===== config.mk =====
export PLATFORM = sky130hd
export DESIGN_NAME = alu_seq_control
export DESIGN_NICKNAME = d
export VERILOG_FILES = /design/src/rtl/alu_seq_control.sv
export SDC_FILE = /design/constraint.sdc
export NUM_CORES = 1
export LEC_CHECK = 0
export CORE_UTILIZATION = 50
export CTS_CLUSTER_DIAMETER = 120
export CTS_CLUSTER_SIZE = 28
export DETAILED_ROUTE_END_ITERATION = 6
export PLACE_DENSITY = 0.86
export SLEW_MARGIN = 20
export SYNTH_ARGS = -nofsm -noshare
export SYNTH_HDL_FRONTEND = slang
export SYNTH_SLANG_ARGS = --single-unit

===== constraint.sdc =====
create_clock -name clk -period 5.75 [get_ports clk]
set_input_delay 0.8625 -clock clk [delete_from_list [all_inputs] [get_ports clk]]
set_output_delay 0.8625 -clock clk [all_outputs]
set_load 0.02 [all_outputs]

===== src/rtl/alu_seq_control.sv =====
// Multicycle RV64I main control FSM: fetch/decode/execute/memory/writeback sequencing,
// memory-ready stalls with an optional wait timeout, and a sticky trap state.
module alu_seq_control #(
    parameter int MEM_TIMEOUT = 0,
    parameter int CNT_W       = 8
) (
    input  logic       clk,
    input  logic       rst,
    input  logic [6:0] instr_opcode,
    input  logic       mem_ready,
    output logic [1:0] alu_op,
    output logic [1:0] alu_src_a,
    output logic [1:0] alu_src_b,
    output logic       pc_write,
    output logic       pc_write_cond,
    output logic       pc_source,
    output logic       i_or_d,
    output logic       mem_read,
    output logic       mem_write,
    output logic       ir_write,
    output logic       reg_write,
    output logic [1:0] mem_to_reg,
    output logic       trap,
    output logic [3:0] state
);

    // state    | meaning
    // FETCH    | read instruction at PC, PC <= PC+4 on mem_ready
    // DECODE   | ALUOut <= old_pc+imm, dispatch on opcode
    // EXEC     | ALU op for OP/OP_IMM/LUI/AUIPC
    // ALU_WB   | rd <= ALUOut
    // MEM_ADDR | ALUOut <= rs1+imm
    // MEM_RD   | load data read, stall on mem_ready
    // MEM_WB   | rd <= memory data
    // MEM_WR   | store data write, stall on mem_ready
    // BRANCH   | compare rs1/rs2, PC <= ALUOut if taken
    // JAL      | rd <= PC, PC <= ALUOut
    // JALR     | rd <= PC, PC <= rs1+imm
    // TRAP     | sticky fault, left only by reset
    typedef enum logic [3:0] {
        S_FETCH    = 4'd0,
        S_DECODE   = 4'd1,
        S_EXEC     = 4'd2,
        S_ALU_WB   = 4'd3,
        S_MEM_ADDR = 4'd4,
        S_MEM_RD   = 4'd5,
        S_MEM_WB   = 4'd6,
        S_MEM_WR   = 4'd7,
        S_BRANCH   = 4'd8,
        S_JAL      = 4'd9,
        S_JALR     = 4'd10,
        S_TRAP     = 4'd15
    } state_t;

    localparam logic [6:0] OPC_LOAD      = 7'b0000011;
    localparam logic [6:0] OPC_STORE     = 7'b0100011;
    localparam logic [6:0] OPC_OP        = 7'b0110011;
    localparam logic [6:0] OPC_OP_32     = 7'b0111011;
    localparam logic [6:0] OPC_OP_IMM    = 7'b0010011;
    localparam logic [6:0] OPC_OP_IMM_32 = 7'b0011011;
    localparam logic [6:0] OPC_LUI       = 7'b0110111;
    localparam logic [6:0] OPC_AUIPC     = 7'b0010111;
    localparam logic [6:0] OPC_BRANCH    = 7'b1100011;
    localparam logic [6:0] OPC_JAL       = 7'b1101111;
    localparam logic [6:0] OPC_JALR      = 7'b1100111;

    localparam logic [CNT_W-1:0] TMO     = CNT_W'(MEM_TIMEOUT);
    localparam logic [CNT_W-1:0] CNT_MAX = '1;

    typedef struct packed {
        logic [1:0] alu_op;
        logic [1:0] src_a;
        logic [1:0] src_b;
        logic       pc_write;
        logic       pc_write_cond;
        logic       pc_source;
        logic       i_or_d;
        logic       mem_read;
        logic       mem_write;
        logic       reg_write;
        logic [1:0] mem_to_reg;
        logic       fetch;
    } ctrl_t;

    // Control word for the cycle spent in state s; registered one edge ahead.
    function automatic ctrl_t decode_ctrl(input state_t s, input logic [6:0] op);
        ctrl_t c;
        c = '0;
        case (s)
            S_FETCH: begin
                c.mem_read = 1'b1;
                c.src_b    = 2'b01;
                c.fetch    = 1'b1;
            end
            S_DECODE: begin
                c.src_a = 2'b01;
                c.src_b = 2'b10;
            end
            S_EXEC: begin
                case (op)
                    OPC_OP, OPC_OP_32: begin
                        c.src_a  = 2'b10;
                        c.src_b  = 2'b00;
                        c.alu_op = 2'b10;
                    end
                    OPC_OP_IMM, OPC_OP_IMM_32: begin
                        c.src_a  = 2'b10;
                        c.src_b  = 2'b10;
                        c.alu_op = 2'b10;
                    end
                    OPC_LUI: begin
                        c.src_a = 2'b11;
                        c.src_b = 2'b10;
                    end
                    OPC_AUIPC: begin
                        c.src_a = 2'b01;
                        c.src_b = 2'b10;
                    end
                    default: c = '0;
                endcase
            end
            S_ALU_WB: c.reg_write = 1'b1;
            S_MEM_ADDR: begin
                c.src_a = 2'b10;
                c.src_b = 2'b10;
            end
            S_MEM_RD: begin
                c.i_or_d   = 1'b1;
                c.mem_read = 1'b1;
            end
            S_MEM_WB: begin
                c.reg_write  = 1'b1;
                c.mem_to_reg = 2'b01;
            end
            S_MEM_WR: begin
                c.i_or_d    = 1'b1;
                c.mem_write = 1'b1;
            end
            S_BRANCH: begin
                c.src_a         = 2'b10;
                c.src_b         = 2'b00;
                c.alu_op        = 2'b01;
                c.pc_write_cond = 1'b1;
                c.pc_source     = 1'b1;
            end
            S_JAL: begin
                c.reg_write  = 1'b1;
                c.mem_to_reg = 2'b10;
                c.pc_write   = 1'b1;
                c.pc_source  = 1'b1;
            end
            S_JALR: begin
                c.src_a      = 2'b10;
                c.src_b      = 2'b10;
                c.pc_write   = 1'b1;
                c.reg_write  = 1'b1;
                c.mem_to_reg = 2'b10;
            end
            default: c = '0;
        endcase
        return c;
    endfunction

    state_t           r_state;
    logic [CNT_W-1:0] r_cnt;
    ctrl_t            r_ctrl;

    state_t           w_state_nxt;
    logic [CNT_W-1:0] w_cnt_nxt;
    logic             w_wait_state;
    logic             w_timeout;

    always_comb begin
        w_wait_state = (r_state == S_FETCH) || (r_state == S_MEM_RD) || (r_state == S_MEM_WR);
        w_timeout    = (MEM_TIMEOUT != 0) && (r_cnt >= TMO);
        w_state_nxt  = S_TRAP;
        case (r_state)
            S_FETCH:  w_state_nxt = mem_ready ? S_DECODE : (w_timeout ? S_TRAP : S_FETCH);
            S_DECODE: begin
                case (instr_opcode)
                    OPC_LOAD, OPC_STORE:                  w_state_nxt = S_MEM_ADDR;
                    OPC_OP, OPC_OP_32, OPC_OP_IMM,
                    OPC_OP_IMM_32, OPC_LUI, OPC_AUIPC:    w_state_nxt = S_EXEC;
                    OPC_BRANCH:                           w_state_nxt = S_BRANCH;
                    OPC_JAL:                              w_state_nxt = S_JAL;
                    OPC_JALR:                             w_state_nxt = S_JALR;
                    default:                              w_state_nxt = S_TRAP;
                endcase
            end
            S_EXEC:     w_state_nxt = S_ALU_WB;
            S_ALU_WB:   w_state_nxt = S_FETCH;
            S_MEM_ADDR: w_state_nxt = (instr_opcode == OPC_LOAD) ? S_MEM_RD : S_MEM_WR;
            S_MEM_RD:   w_state_nxt = mem_ready ? S_MEM_WB : (w_timeout ? S_TRAP : S_MEM_RD);
            S_MEM_WB:   w_state_nxt = S_FETCH;
            S_MEM_WR:   w_state_nxt = mem_ready ? S_FETCH : (w_timeout ? S_TRAP : S_MEM_WR);
            S_BRANCH:   w_state_nxt = S_FETCH;
            S_JAL:      w_state_nxt = S_FETCH;
            S_JALR:     w_state_nxt = S_FETCH;
            default:    w_state_nxt = S_TRAP;
        endcase

        // Saturating stall counter, only live while parked in a memory wait.
        w_cnt_nxt = '0;
        if (w_wait_state && !mem_ready && (w_state_nxt == r_state)) begin
            w_cnt_nxt = (r_cnt == CNT_MAX) ? r_cnt : r_cnt + CNT_W'(1);
        end
    end

    always_ff @(posedge clk or posedge rst) begin
        if (rst) begin
            r_state <= S_FETCH;
            r_cnt   <= '0;
            r_ctrl  <= decode_ctrl(S_FETCH, 7'd0);
        end else begin
            r_state <= w_state_nxt;
            r_cnt   <= w_cnt_nxt;
            r_ctrl  <= decode_ctrl(w_state_nxt, instr_opcode);
        end
    end

    // Everything is held quiet while reset is asserted, even though FETCH is loaded.
    assign alu_op        = rst ? 2'b00 : r_ctrl.alu_op;
    assign alu_src_a     = rst ? 2'b00 : r_ctrl.src_a;
    assign alu_src_b     = rst ? 2'b00 : r_ctrl.src_b;
    assign pc_write      = !rst && (r_ctrl.pc_write || (r_ctrl.fetch && mem_ready));
    assign pc_write_cond = !rst && r_ctrl.pc_write_cond;
    assign pc_source     = !rst && r_ctrl.pc_source;
    assign i_or_d        = !rst && r_ctrl.i_or_d;
    assign mem_read      = !rst && r_ctrl.mem_read;
    assign mem_write     = !rst && r_ctrl.mem_write;
    assign ir_write      = !rst && r_ctrl.fetch && mem_ready;
    assign reg_write     = !rst && r_ctrl.reg_write;
    assign mem_to_reg    = rst ? 2'b00 : r_ctrl.mem_to_reg;
    assign trap          = !rst && (r_state == S_TRAP);
    assign state         = r_state;

endmodule


==> run summary <==
Core Area - 0.00200 mm²
Worst slew margin - 55.6%
Max Fclk - 0.262 GHz
status - finished, final reports clean
Final WS setup - 1.93 ns
worst reg2reg path depth - 6
Switching Power - 320 µW
Startpoint Class - input pin
DR top layer - met4
pwr dens - 505 mW/mm²
met2 routed WL - 1240 µm
Comb gate area - 564 µm²
max-cap violation count - 0
post-CTS setup buffer count - 0
CP max stage cell - clkdlybuf4s50_1
sequential cell area share - 32.2%
most frequent cells after synthesis - 16 x dfrtp_1, 16 x nor2b_1, 11 x nand2_1
Initial Util - 54.3%
GP Congestion - 0.777
CTS H-tree lvls - 1
total number of vias - 970
## state kept, by name (all words and copies together) (netlist names)
name    cells
state       4
r_ctrl     14
## power by group through the flow
| stage | clock (µW) | sequential, µW | combinational, µW |
|---|---|---|---|
| final | 78.7 | 216 | 416 |
| after detailed placement | 0 | 218 | 410 |
| after floorplan | 0 | 202 | 328 |
| after CTS | 77.3 | 216 | 411 |
| after global routing | 83.4 | 225 | 451 |
| after global placement | 0 | 216 | 399 |
## metal layers
layer  GRT usage [%]  vias up
met2            38.4       45
met1            28.5      451
met5               0        -
met3            2.20        4
li1                -      470
met4            10.8        0
## worst max-delay path, delay by kind of cell
kind / cells / cell delay, ns
buffers and inverters: 3 / 1.90
AND-OR/OR-AND: 1 / 0.20
## kinds of logic after synthesis
group | count (synthesis) | synth area share (%)
AND/OR/NAND/NOR | 66 | 36.3
flip-flops | 18 | 41.7
XOR/XNOR | 1 | 0.807
buffers and inverters | 15 | 6.34
AND-OR/OR-AND | 22 | 14.9
## metrics by stage
stage	total power, µW	cells	cell area (µm²)	hold slack [ns]
2_1_floorplan	530	122	1090	0.771
3_3_place_gp	615	169	1370	0.626
3_5_place_dp	628	169	1370	0.621
4_1_cts	704	173	1410	0.647
5_1_grt	759	173	1410	0.686
6_report	711	173	1410	0.662
## cell usage in the layout (no fill, tap or decap), types with 2 or more instances in the layout
cell	instances
a31oi_1	2
inv_1	5
nor2_1	9
nand2b_1	7
nand3b_1	2
nor2b_1	16
dfstp_2	2
o21ai_0	2
a21oi_1	4
nand2_1	11
and2_1	2
clkbuf_4	3
nor3_1	3
nor4b_1	2
clkdlybuf4s50_1	30
nand3_1	2
o22ai_1	2
dfrtp_1	16
**Pin map**

Pins as bars across the die edge, other pins in gray.
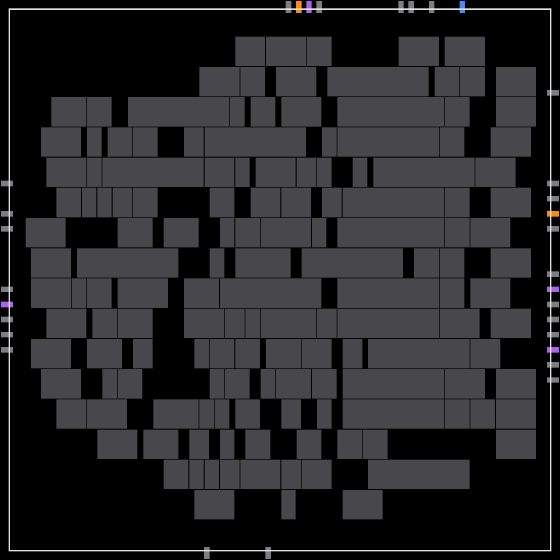
alu_src_a: marked orange, pins 2, direction output, edge 1 top, 1 right. state: marked purple, pins 4, direction output, edge 2 right, 1 left, 1 top. pc_write_cond: marked blue, pins 1, direction output, edge top.
I/O Buffers: 30
Die W: 48.6 µm
Die Y: 48.6 µm

**Clock nets**

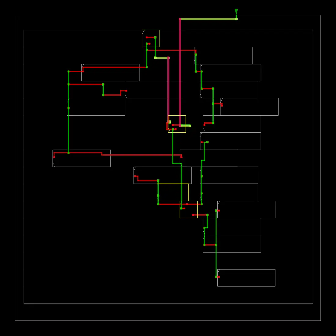
Clock group: 78.7 µW
Clock Skew: 0.0146 ns
sequential cell count: 18
sink count of the clock tree: 18
clock buf count: 4

**Sequential cells grouped by signal name**

The bar under the picture is 10 µm long. Other cells in gray.
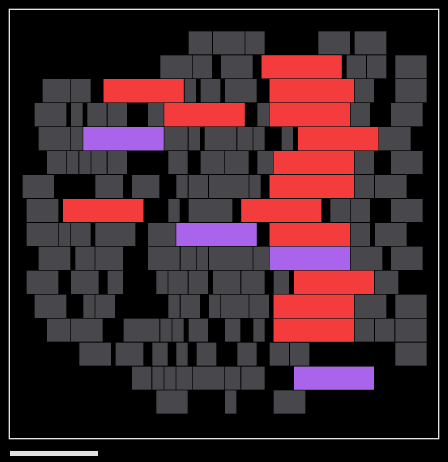
state: marked purple, flops 4. r_ctrl: marked red, flops 14.
fin util: 70.3%
Seq group: 216 µW

**Signal wires by layer**

Only two layers are drawn.
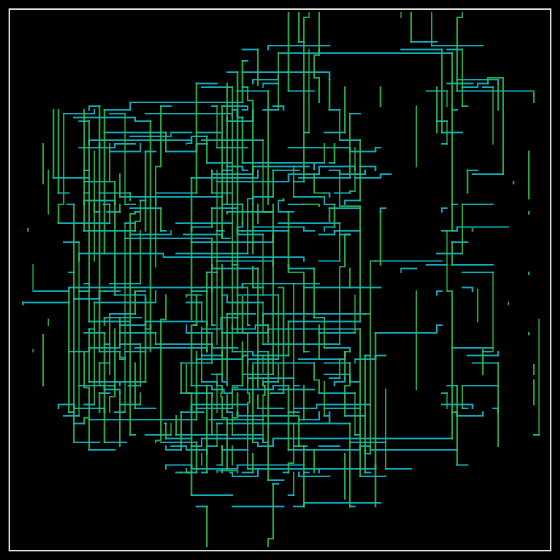
metal 1: marked cyan, wire length 987 µm. metal 2: marked green, wire length 1240 µm.

**Selected gate families**

The bar under the picture is 10 µm long.
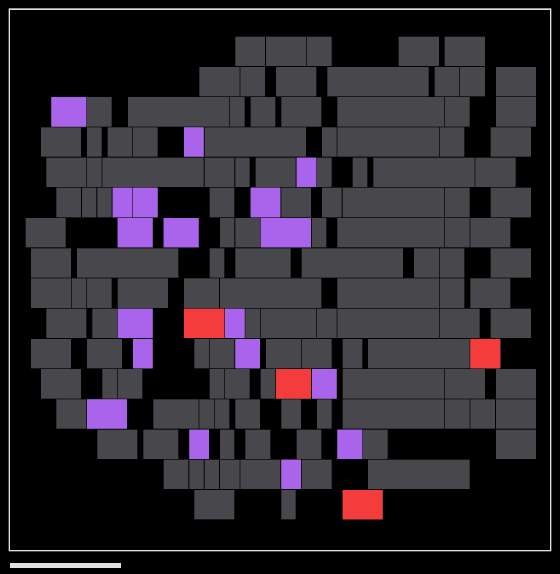
AND-OR and OR-AND gates: marked red, cells 4. inverting AOI/OAI gates: marked purple, cells 18.

No activity file was given, so power comes from the tool's default toggle rates.
